## src/rtl/morse_pkg.sv

```systemverilog
// morse_pkg: shared Morse FSM states, timing multiples and digit code table
package morse_pkg;
    typedef enum logic [2:0] {S_IDLE, S_MARK, S_SPACE, S_DECODE, S_ABORT} state_t;
    localparam int DASH_UNITS  = 2;
    localparam int GAP_UNITS   = 3;
    localparam int ABORT_UNITS = 7;
    localparam int SYM_MAX     = 5;
    // index is the digit; first-sent symbol sits in bit 4, dash = 1
    localparam logic [4:0] DIGIT_PAT [10] = '{
        5'b11111, 5'b01111, 5'b00111, 5'b00011, 5'b00001,
        5'b00000, 5'b10000, 5'b11000, 5'b11100, 5'b11110
    };
endpackage

```

## src/rtl/morse_digit_lut.sv

```systemverilog
// morse_digit_lut: maps a 5-symbol pattern to its digit, ok low when unknown
module morse_digit_lut
    import morse_pkg::*;
(
    input  logic [4:0] pattern,
    output logic [3:0] digit,
    output logic       ok
);
    always_comb begin
        digit = '0;
        ok    = 1'b0;
        for (int i = 0; i < 10; i++)
            if (pattern == DIGIT_PAT[i]) begin
                digit = 4'(i);
                ok    = 1'b1;
            end
    end
endmodule

```

## src/rtl/morse_recv.sv

```systemverilog
// morse_recv: times key marks/gaps into dots and dashes and decodes 5-symbol digits
module morse_recv
    import morse_pkg::*;
#(
    parameter int UNIT_CYCLES = 5_000_000
) (
    input  logic       clk,
    input  logic       rst,
    input  logic       key,
    output logic [3:0] digit,
    output logic       digit_valid,
    output logic       err,
    output logic [4:0] sym_bits,
    output logic [2:0] sym_cnt,
    output logic       busy,
    output logic       beep
);
    localparam int CW = $clog2(ABORT_UNITS * UNIT_CYCLES + 1);
    localparam logic [CW-1:0] DASH_L  = CW'(DASH_UNITS * UNIT_CYCLES);
    localparam logic [CW-1:0] GAP_L   = CW'(GAP_UNITS * UNIT_CYCLES);
    localparam logic [CW-1:0] ABORT_L = CW'(ABORT_UNITS * UNIT_CYCLES);
    state_t state;
    logic [CW-1:0] mcnt, gcnt, mcnt_nx, gcnt_nx;
    logic ovf, lut_ok;
    logic [3:0] lut_digit;
    morse_digit_lut u_lut (.pattern(sym_bits), .digit(lut_digit), .ok(lut_ok));
    assign mcnt_nx = mcnt + CW'(mcnt != ABORT_L);
    assign gcnt_nx = gcnt + CW'(gcnt != ABORT_L);
    assign busy    = state != S_IDLE;
    assign beep    = key & ~rst;
    always_ff @(posedge clk or posedge rst) begin
        if (rst) begin
            state       <= S_IDLE;
            mcnt        <= '0;
            gcnt        <= '0;
            ovf         <= 1'b0;
            sym_bits    <= '0;
            sym_cnt     <= '0;
            digit       <= '0;
            digit_valid <= 1'b0;
            err         <= 1'b0;
        end else begin
            digit_valid <= 1'b0;
            err         <= 1'b0;
            case (state)
                S_IDLE:
                    if (key) begin
                        state <= S_MARK;
                        mcnt  <= CW'(1);
                    end
                S_MARK:
                    if (!key) begin
                        state <= S_SPACE;
                        gcnt  <= CW'(1);
                        if (sym_cnt == 3'(SYM_MAX)) ovf <= 1'b1;
                        else begin
                            sym_bits <= {sym_bits[3:0], mcnt >= DASH_L};
                            sym_cnt  <= sym_cnt + 3'd1;
                        end
                    end else if (mcnt_nx == ABORT_L) begin
                        state    <= S_ABORT;
                        err      <= 1'b1;
                        sym_bits <= '0;
                        sym_cnt  <= '0;
                        ovf      <= 1'b0;
                    end else mcnt <= mcnt_nx;
                S_SPACE:
                    if (key) begin
                        state <= S_MARK;
                        mcnt  <= CW'(1);
                    end else begin
                        gcnt <= gcnt_nx;
                        if (gcnt_nx == GAP_L) state <= S_DECODE;
                    end
                S_DECODE: begin
                    // key is ignored here; IDLE picks up a held key one cycle later
                    if (lut_ok && sym_cnt == 3'(SYM_MAX) && !ovf) begin
                        digit       <= lut_digit;
                        digit_valid <= 1'b1;
                    end else err <= 1'b1;
                    state    <= S_IDLE;
                    sym_bits <= '0;
                    sym_cnt  <= '0;
                    ovf      <= 1'b0;
                end
                S_ABORT:
                    if (!key) state <= S_IDLE;
                default: state <= S_IDLE;
            endcase
        end
    end
endmodule

```

## config.mk

```make
export PLATFORM = sky130hd
export DESIGN_NAME = morse_recv
export DESIGN_NICKNAME = d
export VERILOG_FILES = /design/src/rtl/morse_pkg.sv /design/src/rtl/morse_digit_lut.sv /design/src/rtl/morse_recv.sv
export SDC_FILE = /design/constraint.sdc
export NUM_CORES = 1
export LEC_CHECK = 0
export ABC_AREA = 0
export CAP_MARGIN = 30
export CORE_MARGIN = 3
export CORE_UTILIZATION = 67
export CTS_CLUSTER_SIZE = 28
export DETAILED_ROUTE_END_ITERATION = 10
export PLACE_DENSITY_LB_ADDON = 0.12
export RECOVER_POWER = 50
export REMOVE_ABC_BUFFERS = 1
export SLEW_MARGIN = 5
export SYNTH_ARGS = -nofsm -noshare
export SYNTH_HDL_FRONTEND = slang
export SYNTH_SLANG_ARGS = --single-unit
export TNS_END_PERCENT = 1
```

## constraint.sdc

```tcl
create_clock -name clk -period 11 [get_ports clk]
set_clock_uncertainty 0.15 [all_clocks]
set_input_delay 1.65 -clock clk [delete_from_list [all_inputs] [get_ports clk]]
set_output_delay 1.65 -clock clk [all_outputs]
set_load 0.02 [all_outputs]
```

run_1/registers.png
Scale bar: 20 um.
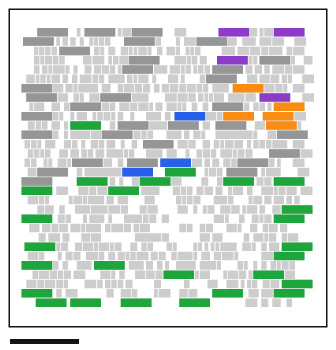
`sym_bits`: shown in orange, placed flops 5. `digit`: shown in purple, placed flops 4, where top right. `state`: shown in blue, placed flops 3. `mcnt`: shown in green, placed flops 26.
Another 32 sequential cells are not coloured.

run_1/clock_map.png
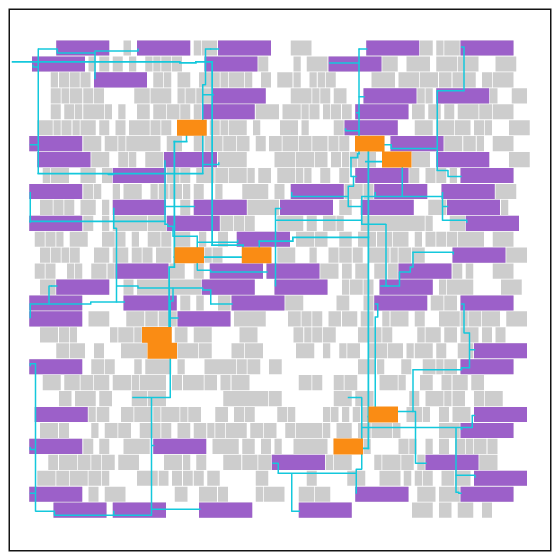
flip-flops: shown in purple, count 70. cells driving clock nets: shown in orange, count 9. clock wires: shown in cyan, length 924 um.
There are 10 routed clock nets. Position of the flops: all over the die.
Clock group: 0.242 mW
clk_lat worst skew: 350 ps
Clk pwr share: 33.4%

==> results.sh, run 1 <==
# implementation run metrics
export IMPL_flop_count=70
export IMPL_yosys_most_used_dff="dfrtp_1"
export IMPL_postSynthSeqShare_pct=35.2
export IMPL_grt_busiest_layer="met2"
export IMPL_ys_types=70
export IMPL_postCtsHoldBufs=0
export IMPL_antenna_left=0
export IMPL_layout_nonclk_buf_share_pct=4.03
export IMPL_synthesis_area_sq_um=4970
export IMPL_p_leak_nw=2.26
export IMPL_max_cap_violations=1
export IMPL_grt_start_max_net_pins=71
export IMPL_ctsResizeCount=0
export IMPL_vias_per_cell=6.75
export IMPL_gr_usage_all_layers_pct=29.5
export IMPL_grt_use_met2_pct=44.7
export IMPL_die_area_sq_um=8500
export IMPL_finalHoldViolCount=0
export IMPL_seq_area_share_pct=33.0
export IMPL_clockBufferCount=10
export IMPL_design_portCount=19
export IMPL_inv_count=14
export IMPL_dp_final_hpwl_mm=8.46
export IMPL_tns_ps=0
export IMPL_grt_first_pass_wirelength_mm=20.2
export IMPL_cellPowerDensity_nw_per_um2=136
export IMPL_chipWidth_um=92.2
export IMPL_violations="max-capacitance violations, max-slew violations"
export IMPL_hp_class="register to register"
export IMPL_rsz0062_at_grt="false"
export IMPL_grt_pass1_vias=4100
export IMPL_finalMaxSlewViolations=71
export IMPL_combinationalPowerShare_pct=23.7
export IMPL_finalSetupViolations=0
export IMPL_vias=4626
export IMPL_initCoreUtil_pct=71.3
export IMPL_edf_count=0
export IMPL_comb_power_mw=0.171
export IMPL_clkCellAreaFrac_pct=4.33
export IMPL_drt_first_pass_iters=5
export IMPL_worst_pin_slew_ps=3750
export IMPL_grt_overflow=0
export IMPL_fin_nets=593
export IMPL_routed_wirelength_mm=12.3
export IMPL_r2r_start="mcnt[4]"
export IMPL_h_tree_depth=3
export IMPL_clkSinkCount=70
export IMPL_critPathCapture="mcnt[3]"
export IMPL_numPortBuffers=18
export IMPL_nWellTaps=96
export IMPL_instances_no_fill=685
export IMPL_ys_warn_count=0
export IMPL_critPathRequiredTime_ps=10450
export IMPL_dp_cells=668
export IMPL_cts_tree="built"
export IMPL_clk_path_buf_depth=2
export IMPL_crit_path_max_fanout=70
export IMPL_period_minus_slack_ps=5470
export IMPL_core_area_sq_um=6980
export IMPL_cts_buffers=9
export IMPL_synthToLayoutAreaGrowth_pct=6.82
export IMPL_diodes=0
export IMPL_power_leader="sequential cells"
export IMPL_outcome="complete, but fails checks"
export IMPL_rr_worst_depth=14
export IMPL_reg2reg_to="mcnt[25]"
export IMPL_post_place_ws_ps=5880
export IMPL_max_slew_margin_rel_pct=-150
export IMPL_die_y_um=92.2
export IMPL_sh_comb_area_pct=55.4
export IMPL_use_met3_pct=3.69
export IMPL_fmaxAchievable_mhz=183
export IMPL_ff2ff_setup_slack_ps=6350
export IMPL_finalWorstSetupSlack_ps=5530
export IMPL_drive_gt1_share_pct=7.13
export IMPL_p_sw_share_pct=34.2
export IMPL_ys_seq_elements=70
export IMPL_cts_root_buf="clkbuf_8"
export IMPL_cellInternalPower_mw=0.476
run_1/drive_strength.png
Scale bar: 20 um.
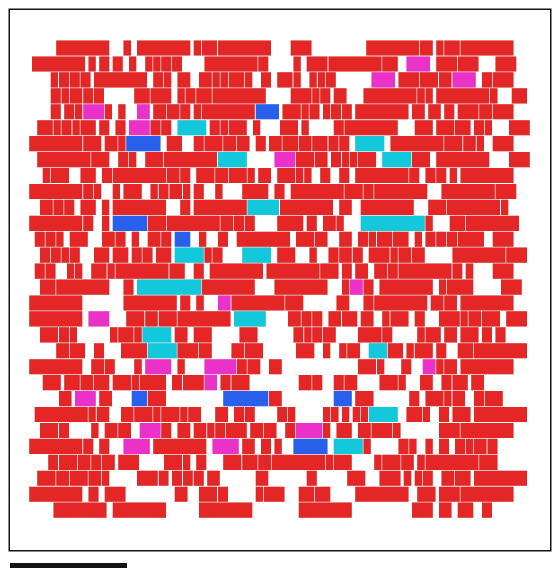
drive 1 or less: shown in red, cells 547. drive 3 to 4: shown in blue, cells 8. drive 6 and up: shown in cyan, cells 15. drive 2: shown in magenta, cells 19.

run_1/cell_classes.png
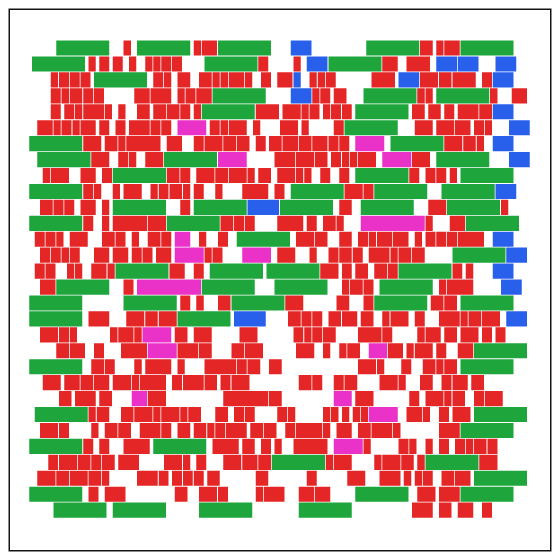
other buffers and delay cells: shown in blue, cells 21, share of their area 4.1%. flip-flops: shown in green, cells 70, share of their area 34%. all other logic: shown in red, cells 482, share of their area 58%. clock drivers and dummy loads: shown in magenta, cells 16, share of their area 4.4%.

[run 1: logic make-up after synthesis]
group	synth area share, %
flip-flops	35.2
AND-OR/OR-AND	20.6
adder cells (fa/ha/maj)	1.51
AND/OR/NAND/NOR	32.0
XOR/XNOR	3.35
multiplexers	1.69
buffers and inverters	5.58
[run 1: worst min path at each step]
| stage | cells after the start | end | slack, ps | startpoint |
|---|---|---|---|---|
| floorplan | 1 | gcnt[25] | 320 | gcnt[25] |
| global placement | 2 | digit[2] | 320 | digit[2] |
| detailed placement | 2 | digit[2] | 340 | digit[2] |
| CTS | 2 | digit[2] | 360 | digit[2] |
| global route | 2 | digit[2] | 390 | digit[2] |
| finish | 2 | digit[2] | 340 | digit[2] |
[run 1: per-layer routing]
layer  share of wire, %  vias up  wire, um
li1                   -     2186         -
met1                 46     2232      5630
met2                 46      191      5690
met3                7.1       17       875
met4                1.3        0       156
met5                  0        -         0
[run 1: through the flow]
stage / cell area, sq um / hold slack, ps
3_3_place_gp: 5060 / 317
4_1_cts: 5300 / 359
2_1_floorplan: 4750 / 316
6_report: 5310 / 344
3_5_place_dp: 5070 / 340
5_1_grt: 5310 / 389
[run 1: cell usage after synthesis (5+ instances only)]
library cell	n	area, sq um
xor2_1	7	61.3
a22o_1	8	70.1
and2_1	6	37.5
a211o_1	14	123
or4_1	6	45.0
a21o_1	6	45.0
nand4_1	13	81.3
nand2_1	56	210
o31ai_1	14	105
buf_2	11	55.1
ha_1	6	75.1
nor3_1	34	170
and3_1	22	138
a31oi_1	10	62.6
nor3b_1	5	37.5
o21ai_0	48	240
xnor2_1	12	105
clkbuf_1	34	128
nor2_1	43	161
nand2b_1	14	87.6
nor4_1	6	37.5
or3_1	11	68.8
a21oi_1	15	75.1
dfrtp_1	70	1750
inv_1	14	52.6
nand3_1	33	165
mux2i_1	5	50.1
[run 1: registers in the layout, indices dropped and copies added (netlist names)]
register,cells
digit_valid,1
sym_cnt,3
digit,4
state,3
err,1
mcnt,26
gcnt,26
ovf,1
sym_bits,5
[run 1: cells in the final DEF (no fill, tap or decap), types with 5 or more instances in the layout]
| master | synthesis | routed |
|---|---|---|
| dfrtp_1 | 70 | 70 |
| nand2_1 | 56 | 56 |
| o21ai_0 | 48 | 48 |
| nor2_1 | 43 | 43 |
| nor3_1 | 34 | 34 |
| nand3_1 | 33 | 33 |
| and3_1 | 22 | 22 |
| a21oi_1 | 15 | 15 |
| o31ai_1 | 14 | 14 |
| nand2b_1 | 14 | 14 |
| a211o_1 | 14 | 14 |
| clkdlybuf4s50_1 | 0 | 14 |
| inv_1 | 14 | 13 |
| nand4_1 | 13 | 13 |
| xnor2_1 | 12 | 12 |
| or3_1 | 11 | 11 |
| a31oi_1 | 10 | 10 |
| clkbuf_8 | 0 | 10 |
| a22o_1 | 8 | 8 |
| xor2_1 | 7 | 7 |
| a21o_1 | 6 | 6 |
| or4_1 | 6 | 6 |
| and2_1 | 6 | 6 |
| nor4_1 | 6 | 6 |
| ha_1 | 6 | 6 |
| mux2i_1 | 5 | 5 |
| nor3b_1 | 5 | 5 |
[run 1: critical path: stages]
cell,delay [ps]
dlygate4sd3_1,560
clkinv_1,50
clkbuf_1,2640
## Run 2: what changed since run 1
--- a/config.mk
+++ b/config.mk
@@ -8,7 +8,7 @@
 export ABC_AREA = 0
 export CAP_MARGIN = 30
 export CORE_MARGIN = 3
-export CORE_UTILIZATION = 67
+export CORE_UTILIZATION = 62
 export CTS_CLUSTER_SIZE = 28
 export DETAILED_ROUTE_END_ITERATION = 10
 export PLACE_DENSITY_LB_ADDON = 0.12
==> constraint.sdc (replaced) <==
create_clock -name clk -period 5.5 [get_ports clk]
set_clock_uncertainty 0.15 [all_clocks]
set_input_delay 0.825 -clock clk [delete_from_list [all_inputs] [get_ports clk]]
set_output_delay 0.825 -clock clk [all_outputs]
set_load 0.02 [all_outputs]
run_2/registers.png
Scale bar: 20 um.
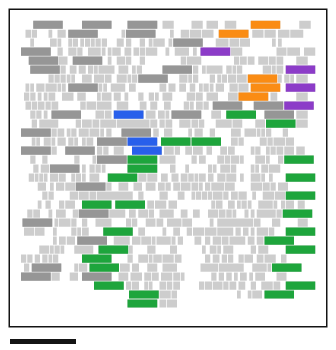
`digit`: shown in purple, placed flops 4, where top right. `sym_bits`: shown in orange, placed flops 5, where top right. `state`: shown in blue, placed flops 3. `mcnt`: shown in green, placed flops 26.
Another 32 sequential cells are not coloured.

run_2/cell_classes.png
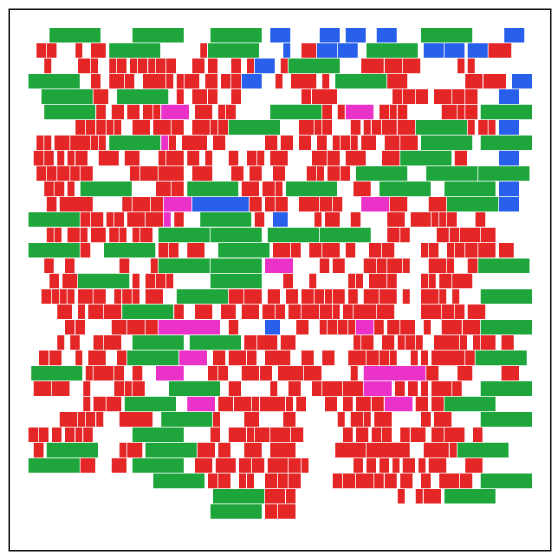
clock drivers and dummy loads: shown in magenta, cells 15, share of their area 4.1%. all other logic: shown in red, cells 482, share of their area 58%. other buffers and delay cells: shown in blue, cells 22, share of their area 4.4%. flip-flops: shown in green, cells 70, share of their area 34%.
core area: 7770 sq um
Seq area share: 32.9%

==> run 2 against run 1 <==
  * The flow still finishes with violations (max-capacitance violations, max-slew violations)
  * Via count fell by 1.8%
  * Core utilization fell by 7.7 points
  * Worst setup slack worse by 5000 ps
  * Combinational power is 97% higher
  * Cell count grew 0.88%
  * Flip-flop count is the same
  * Sequential power up 99%
  * Cell area hardly changed
  * Critical path type is now register to register
  * Critical endpoint is now mcnt[25]
  * Largest power group unchanged
==> results.sh, run 2 <==
# implementation run metrics
export IMPL_rsz0062_at_grt="false"
export IMPL_diodes=0
export IMPL_crit_cells=14
export IMPL_worst_pin_slew_ps=3660
export IMPL_ff2ff_setup_slack_ps=580
export IMPL_crit_type="register to register"
export IMPL_drt_first_pass_iters=5
export IMPL_slowest_delay_ps=520
export IMPL_grt_overflow=0
export IMPL_max_cap_violations=1
export IMPL_design_portCount=19
export IMPL_worstPathCellList="or3b_1 -> nor4b_1 -> nand4_1 -> ha_1 -> ha_1 -> nand3_2 -> nor4_4 -> or3_1 -> a2111oi_2 -> nand4_1 -> o21a_1 -> nor2_2 -> buf_4 -> a221o_1"
export IMPL_finalWorstSetupSlack_ps=576
export IMPL_postSynthSeqShare_pct=35.2
export IMPL_ys_seq_elements=70
export IMPL_drive_gt1_share_pct=6.79
export IMPL_power_mw=1.42
export IMPL_clk_pin_slew_ps=70
export IMPL_antenna_left=0
export IMPL_ys_warn_count=0
export IMPL_cp_arrival_ps=5060
export IMPL_p_leak_nw=2.28
export IMPL_endpoint_kind="register"
export IMPL_yosysMostFrequentCell="dfrtp_1"
export IMPL_clkSinkCount=70
export IMPL_rr_worst_depth=14
export IMPL_post_place_ws_ps=692
export IMPL_die_y_um=95.6
export IMPL_clk_path_buf_depth=2
export IMPL_vias_per_cell=6.57
export IMPL_drt_iter0_drc=403
export IMPL_cts_tree="built"
export IMPL_cts_root_buf="clkbuf_8"
export IMPL_area_leaders="dfrtp_1 (35%), o21ai_0 (4.8%), nand2_1 (4.2%)"
export IMPL_routed_wirelength_mm=12.1
export IMPL_synth_top_cell_by_area="dfrtp_1"
export IMPL_gp_congestion=0.980
export IMPL_xor_share_pct=3.35
export IMPL_critPathRequiredTime_ps=5630
export IMPL_synth_compound_area_share_pct=20.6
export IMPL_critPathCapture="mcnt[25]"
export IMPL_finalSetupViolations=0
export IMPL_ys_cells=602
export IMPL_fin_nets=594
export IMPL_initCoreUtil_pct=64.0
export IMPL_chipWidth_um=95.6
export IMPL_cellPowerDensity_nw_per_um2=268
export IMPL_ctsResizeCount=0
export IMPL_cp_num_buf_inv=1
export IMPL_lay_top_cells="dfrtp_1 (70), nand2_1 (56), o21ai_0 (48), nor2_1 (43), nor3_1 (34)"
export IMPL_vias=4542
export IMPL_post_cts_setup_buffer_count=0
export IMPL_lay_top_count="dfrtp_1"
export IMPL_die_area_sq_um=9130
export IMPL_violations="max-capacitance violations, max-slew violations"
export IMPL_grt_start_max_net_pins=71
export IMPL_syn_inst=602
export IMPL_worstSkewPairLatency_ps=350
export IMPL_irDropWorstVdd_mv=0.151
export IMPL_top_cells_by_count="dfrtp_1 (70), nand2_1 (56), o21ai_0 (48)"
export IMPL_synthToLayoutAreaGrowth_pct=6.89
export IMPL_ys_types=70
export IMPL_fill_cells=653
export IMPL_synth_adder_area_share_pct=1.51
export IMPL_numPortBuffers=18
export IMPL_startpoint_type="register"
export IMPL_max_slew_margin_rel_pct=-144
export IMPL_tool_warnings=26
export IMPL_crit_path_max_fanout=20
export IMPL_synth_area_mux_share_pct=1.69
export IMPL_syn_avg_cell_area_sq_um=8.26
export IMPL_outcome="complete, but fails checks"
export IMPL_fmaxAchievable_mhz=203
export IMPL_finalHoldViolCount=0
export IMPL_drc=0
export IMPL_synthDominantCellAreaShare_pct=35.2
export IMPL_critical_path_top_delay_family="simple AND/OR/NAND/NOR gates"
export IMPL_cts_buffers=9
export IMPL_hp_class="register to register"
export IMPL_grt_first_pass_wirelength_mm=20.4
export IMPL_rows=32
export IMPL_reg2reg_to="mcnt[25]"
export IMPL_min_from="digit[2]"
export IMPL_dp_final_hpwl_mm=8.40
export IMPL_utilization_pct=68.5
export IMPL_hold_slack_ps=343
export IMPL_synthesis_area_sq_um=4970
export IMPL_gr_usage_all_layers_pct=28.5
export IMPL_finalMaxSlewViolations=71
export IMPL_antenna_found_initial=0
export IMPL_critical_path_slowest_cell="o21a_1"
export IMPL_edf_count=0
export IMPL_r2r_start="mcnt[4]"
export IMPL_tns_ps=0
export IMPL_yosys_stat_chipArea_sq_um=4970
export IMPL_grt_pass1_vias=4227
export IMPL_synth_logic_top_family="simple AND/OR/NAND/NOR gates"
export IMPL_postCtsHoldBufs=0
export IMPL_h_tree_depth=3
export IMPL_synthSimpleGateAreaFrac_pct=32.0
export IMPL_period_minus_slack_ps=4920
export IMPL_seqCellArea_sq_um=1750
export IMPL_yosys_most_used_dff="dfrtp_1"
export IMPL_synth_async_reset_ratio_pct=100
export IMPL_finalCritPeriodShare_pct=89.5
export IMPL_largestRegisters="gcnt (26), mcnt (26), sym_bits (5)"
export IMPL_drt_wirelength_per_cell_um=17.6
export IMPL_crit_start="mcnt[4]"
export IMPL_logic_area_sq_um=2950
## run 2: kinds of logic after synthesis
family | after synthesis
and+or+nand+nor | 285
AOI/OAI and AO/OA | 150
DFF | 70
buffers and inverters | 64
xor gates and xnor gates | 19
muxes | 8
adders and majority gates | 6
## run 2: where the power goes
part	switching [mW]	total, mW	internal (mW)
Combinational	0.206	0.337	0.131
Sequential	0.0663	0.618	0.552
Clock	0.202	0.469	0.267
## run 2: metrics by stage
| stage | std cells | instance area (sq um) |
|---|---|---|
| finish | 691 | 5320 |
| global route | 691 | 5320 |
| CTS | 691 | 5320 |
| detailed placement | 676 | 5110 |
| global placement | 675 | 5080 |
| floorplan | 552 | 4750 |
## run 2: worst min-delay path, cell delays in order, from the launching register on
cell and delay, ps:
dfrtp_1 350, nand2_1 40, o21ai_0 60
## run 2: area by class of cell
class	count	area share (%)
multi-input cells	468	55.4
inverters	14	0.988
clock inverters	3	1.29
well taps	102	2.40
flip-flops and latches	70	32.9
clock buffers	12	2.73
repair buffers	22	4.26
## run 2: how the worst min path moves through the flow
stage                           to  slack [ps]  cells past startpoint
after floorplan           gcnt[25]         320                      1
after global placement    digit[2]         310                      2
after detailed placement  digit[2]         340                      2
after CTS                 digit[2]         360                      2
after global routing      digit[2]         380                      2
final                     digit[2]         340                      2
## run 2: routing by layer
layer	up-vias	global-route usage [%]	wire length, um
met2	174	44.4	5820
met3	21	5.29	740
li1	2189	-	-
met5	-	0	0
met4	0	10.5	233
met1	2158	39.4	5340
## Run 3: what changed since run 2
--- a/config.mk
+++ b/config.mk
@@ -6,9 +6,11 @@
 export NUM_CORES = 1
 export LEC_CHECK = 0
 export ABC_AREA = 0
+export ABC_CLOCK_PERIOD_IN_PS = 5500
 export CAP_MARGIN = 30
 export CORE_MARGIN = 3
 export CORE_UTILIZATION = 62
+export CTS_BUF_LIST = sky130_fd_sc_hd__clkbuf_16
 export CTS_CLUSTER_SIZE = 28
 export DETAILED_ROUTE_END_ITERATION = 10
 export PLACE_DENSITY_LB_ADDON = 0.12
run_3/clock_map.png
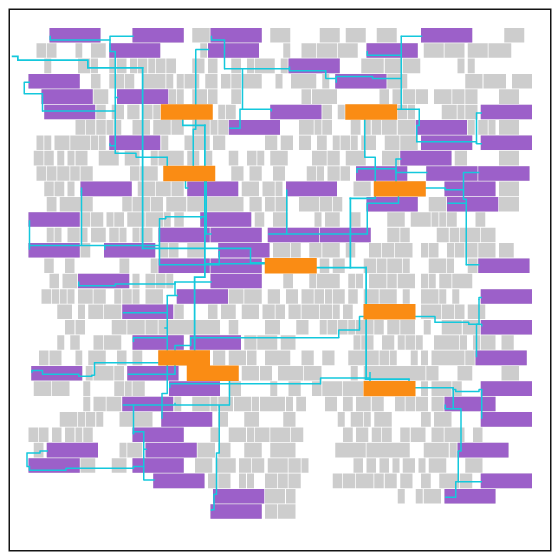
flip-flops: shown in purple, count 70. clock wires: shown in cyan, length 1,020 um. cells driving clock nets: shown in orange, count 9.
There are 10 routed clock nets.
clk_lat worst skew: 330 ps
Clk pwr share: 39.0%
Clock group: 0.613 mW

run_3/drive_strength.png
Scale bar: 20 um.
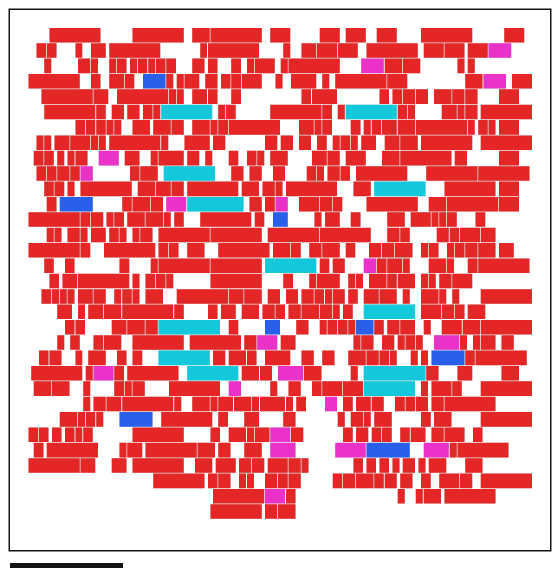
drive 2: shown in magenta, cells 19. drive 6 and up: shown in cyan, cells 12. drive 3 to 4: shown in blue, cells 8. drive 1 or less: shown in red, cells 550.

==> run 3 against run 2 <==
  * The flow still finishes with violations (max-capacitance violations, max-slew violations)
  * Largest cell class unchanged
  * Critical endpoint is now mcnt[12]
  * Wire length is 1.1% higher
  * Register-to-register slack better by 30 ps
  * Fmax grew 0.59%
==> results.sh, run 3 <==
# implementation run metrics
export IMPL_cts_tree="built"
export IMPL_synth_async_reset_ratio_pct=100
export IMPL_ys_warn_count=0
export IMPL_period_minus_slack_ps=4900
export IMPL_crit_path_max_fanout=20
export IMPL_edf_count=0
export IMPL_ys_cells=602
export IMPL_ctsResizeCount=0
export IMPL_postSynthSeqShare_pct=35.2
export IMPL_yosys_stat_chipArea_sq_um=4970
export IMPL_worstPathCellList="or3b_1 -> nor4b_1 -> nand4_1 -> ha_1 -> ha_1 -> and3_1 -> a41oi_1 -> o22ai_1 -> a2111oi_2 -> nand4_1 -> o21a_1 -> nor2_2 -> buf_4 -> a221o_1"
export IMPL_lay_top_cells="dfrtp_1 (70), nand2_1 (56), o21ai_0 (48), nor2_1 (43), nor3_1 (34)"
export IMPL_post_cts_setup_buffer_count=0
export IMPL_ys_seq_elements=70
export IMPL_ff2ff_setup_slack_ps=600
export IMPL_die_y_um=95.6
export IMPL_die_area_sq_um=9130
export IMPL_tool_warnings=26
export IMPL_cts_buffers=9
export IMPL_drive_gt1_share_pct=6.62
export IMPL_critPathRequiredTime_ps=5620
export IMPL_clkSinkCount=70
export IMPL_synthesis_area_sq_um=4970
export IMPL_p_leak_nw=2.33
export IMPL_tns_ps=0
export IMPL_cellPowerDensity_nw_per_um2=290
export IMPL_ys_types=70
export IMPL_cp_num_buf_inv=1
export IMPL_initCoreUtil_pct=64.0
export IMPL_clk_path_buf_depth=2
export IMPL_h_tree_depth=3
export IMPL_lay_top_count="dfrtp_1"
export IMPL_routed_wirelength_mm=12.3
export IMPL_finalCritPeriodShare_pct=89.0
export IMPL_synth_top_cell_by_area="dfrtp_1"
export IMPL_violations="max-capacitance violations, max-slew violations"
export IMPL_finalMaxSlewViolations=71
export IMPL_top_cells_by_count="dfrtp_1 (70), nand2_1 (56), o21ai_0 (48)"
export IMPL_grt_start_max_net_pins=71
export IMPL_outcome="complete, but fails checks"
export IMPL_max_slew_margin_rel_pct=-147
export IMPL_vias=4569
export IMPL_synthDominantCellAreaShare_pct=35.2
export IMPL_drc=0
export IMPL_power_mw=1.57
export IMPL_critical_path_top_delay_family="simple AND/OR/NAND/NOR gates"
export IMPL_synthToLayoutAreaGrowth_pct=8.73
export IMPL_area_leaders="dfrtp_1 (35%), o21ai_0 (4.8%), nand2_1 (4.2%)"
export IMPL_startpoint_type="register"
export IMPL_gp_congestion=0.980
export IMPL_design_portCount=19
export IMPL_critical_path_slowest_cell="o21a_1"
export IMPL_antenna_found_initial=0
export IMPL_irDropWorstVdd_mv=0.170
export IMPL_crit_type="register to register"
export IMPL_syn_avg_cell_area_sq_um=8.26
export IMPL_worst_pin_slew_ps=3700
export IMPL_antenna_left=0
export IMPL_numPortBuffers=18
export IMPL_rows=32
export IMPL_fill_cells=635
export IMPL_yosysMostFrequentCell="dfrtp_1"
export IMPL_finalHoldViolCount=0
export IMPL_rsz0062_at_grt="false"
export IMPL_max_cap_violations=1
export IMPL_grt_pass1_vias=4255
export IMPL_drt_first_pass_iters=4
export IMPL_hold_slack_ps=339
export IMPL_finalSetupViolations=0
export IMPL_grt_overflow=0
export IMPL_yosys_most_used_dff="dfrtp_1"
export IMPL_hp_class="register to register"
export IMPL_postCtsHoldBufs=0
export IMPL_clk_pin_slew_ps=60
export IMPL_drt_iter0_drc=398
export IMPL_fmaxAchievable_mhz=204
export IMPL_drt_wirelength_per_cell_um=17.8
export IMPL_syn_inst=602
export IMPL_vias_per_cell=6.61
export IMPL_diodes=0
export IMPL_core_area_sq_um=7770
export IMPL_cp_arrival_ps=5010
export IMPL_endpoint_kind="register"
export IMPL_chipWidth_um=95.6
export IMPL_largestRegisters="gcnt (26), mcnt (26), sym_bits (5)"
## run 3: kinds of logic (layout without fill, tap and decap cells)
| family | after synthesis | count (layout) | synth area share, % |
|---|---|---|---|
| buffers and inverters | 64 | 51 | 5.58 |
| adder cells (fa/ha/maj) | 6 | 6 | 1.51 |
| XOR/XNOR | 19 | 19 | 3.35 |
| AND-OR/OR-AND | 150 | 150 | 20.6 |
| AND/OR/NAND/NOR | 285 | 285 | 32.0 |
| multiplexers | 8 | 8 | 1.69 |
| flip-flops | 70 | 70 | 35.2 |
## run 3: per-layer routing
| layer | global-route usage, % | vias to the layer above | wire length, um |
|---|---|---|---|
| li1 | - | 2197 | - |
| met1 | 39.9 | 2191 | 5400 |
| met2 | 44.8 | 155 | 5940 |
| met3 | 4.89 | 26 | 679 |
| met4 | 11.0 | 0 | 256 |
| met5 | 0 | - | 0 |
## run 3: layout make-up
cell class              instances  area, sq um  share of cell area [%]
inverters                      14         52.6                   0.972
repair buffers                 22          226                    4.19
clock inverters                 6         80.1                    1.48
clock buffers                   9          225                    4.16
well taps                     102          128                    2.36
flip-flops and latches         70         1750                    32.4
multi-input cells             468         2950                    54.5
## run 3: per-stage QoR
| stage | area [sq um] | util [%] | cells | worst slack, ps |
|---|---|---|---|---|
| floorplan | 4750 | - | 552 | 1340 |
| global placement | 5080 | 65.4 | 675 | 859 |
| detailed placement | 5110 | 65.8 | 676 | 692 |
| CTS | 5410 | 69.7 | 691 | 662 |
| global route | 5410 | 69.6 | 691 | 204 |
| finish | 5410 | 69.6 | 691 | 604 |
## run 3: power by group
group	leakage [nW]	internal, mW	switching (mW)
Sequential	0.956	0.553	0.0662
Clock	0.156	0.391	0.222
Combinational	1.22	0.131	0.208
## run 3: worst reg2reg max path, delay by kind of cell (launching register included)
kind / cells / cell delay [ps]
AND-OR/OR-AND: 5 / 1410
adder cells (fa/ha/maj): 2 / 570
buffers and inverters: 1 / 300
flip-flops: 1 / 470
AND/OR/NAND/NOR: 6 / 1930
## run 3: final timing paths
kind / start / cells after the start / to
min in group asynchronous: rst / 3 / sym_cnt[0]
worst max-delay path: mcnt[4] / 14 / mcnt[12]
max in group asynchronous: rst / 3 / mcnt[6]
worst min register to register: digit[2] / 2 / digit[2]
worst min-delay path: digit[2] / 2 / digit[2]
worst max register to register: mcnt[4] / 14 / mcnt[12]
No activity file was given, so power comes from the tool's default toggle rates.
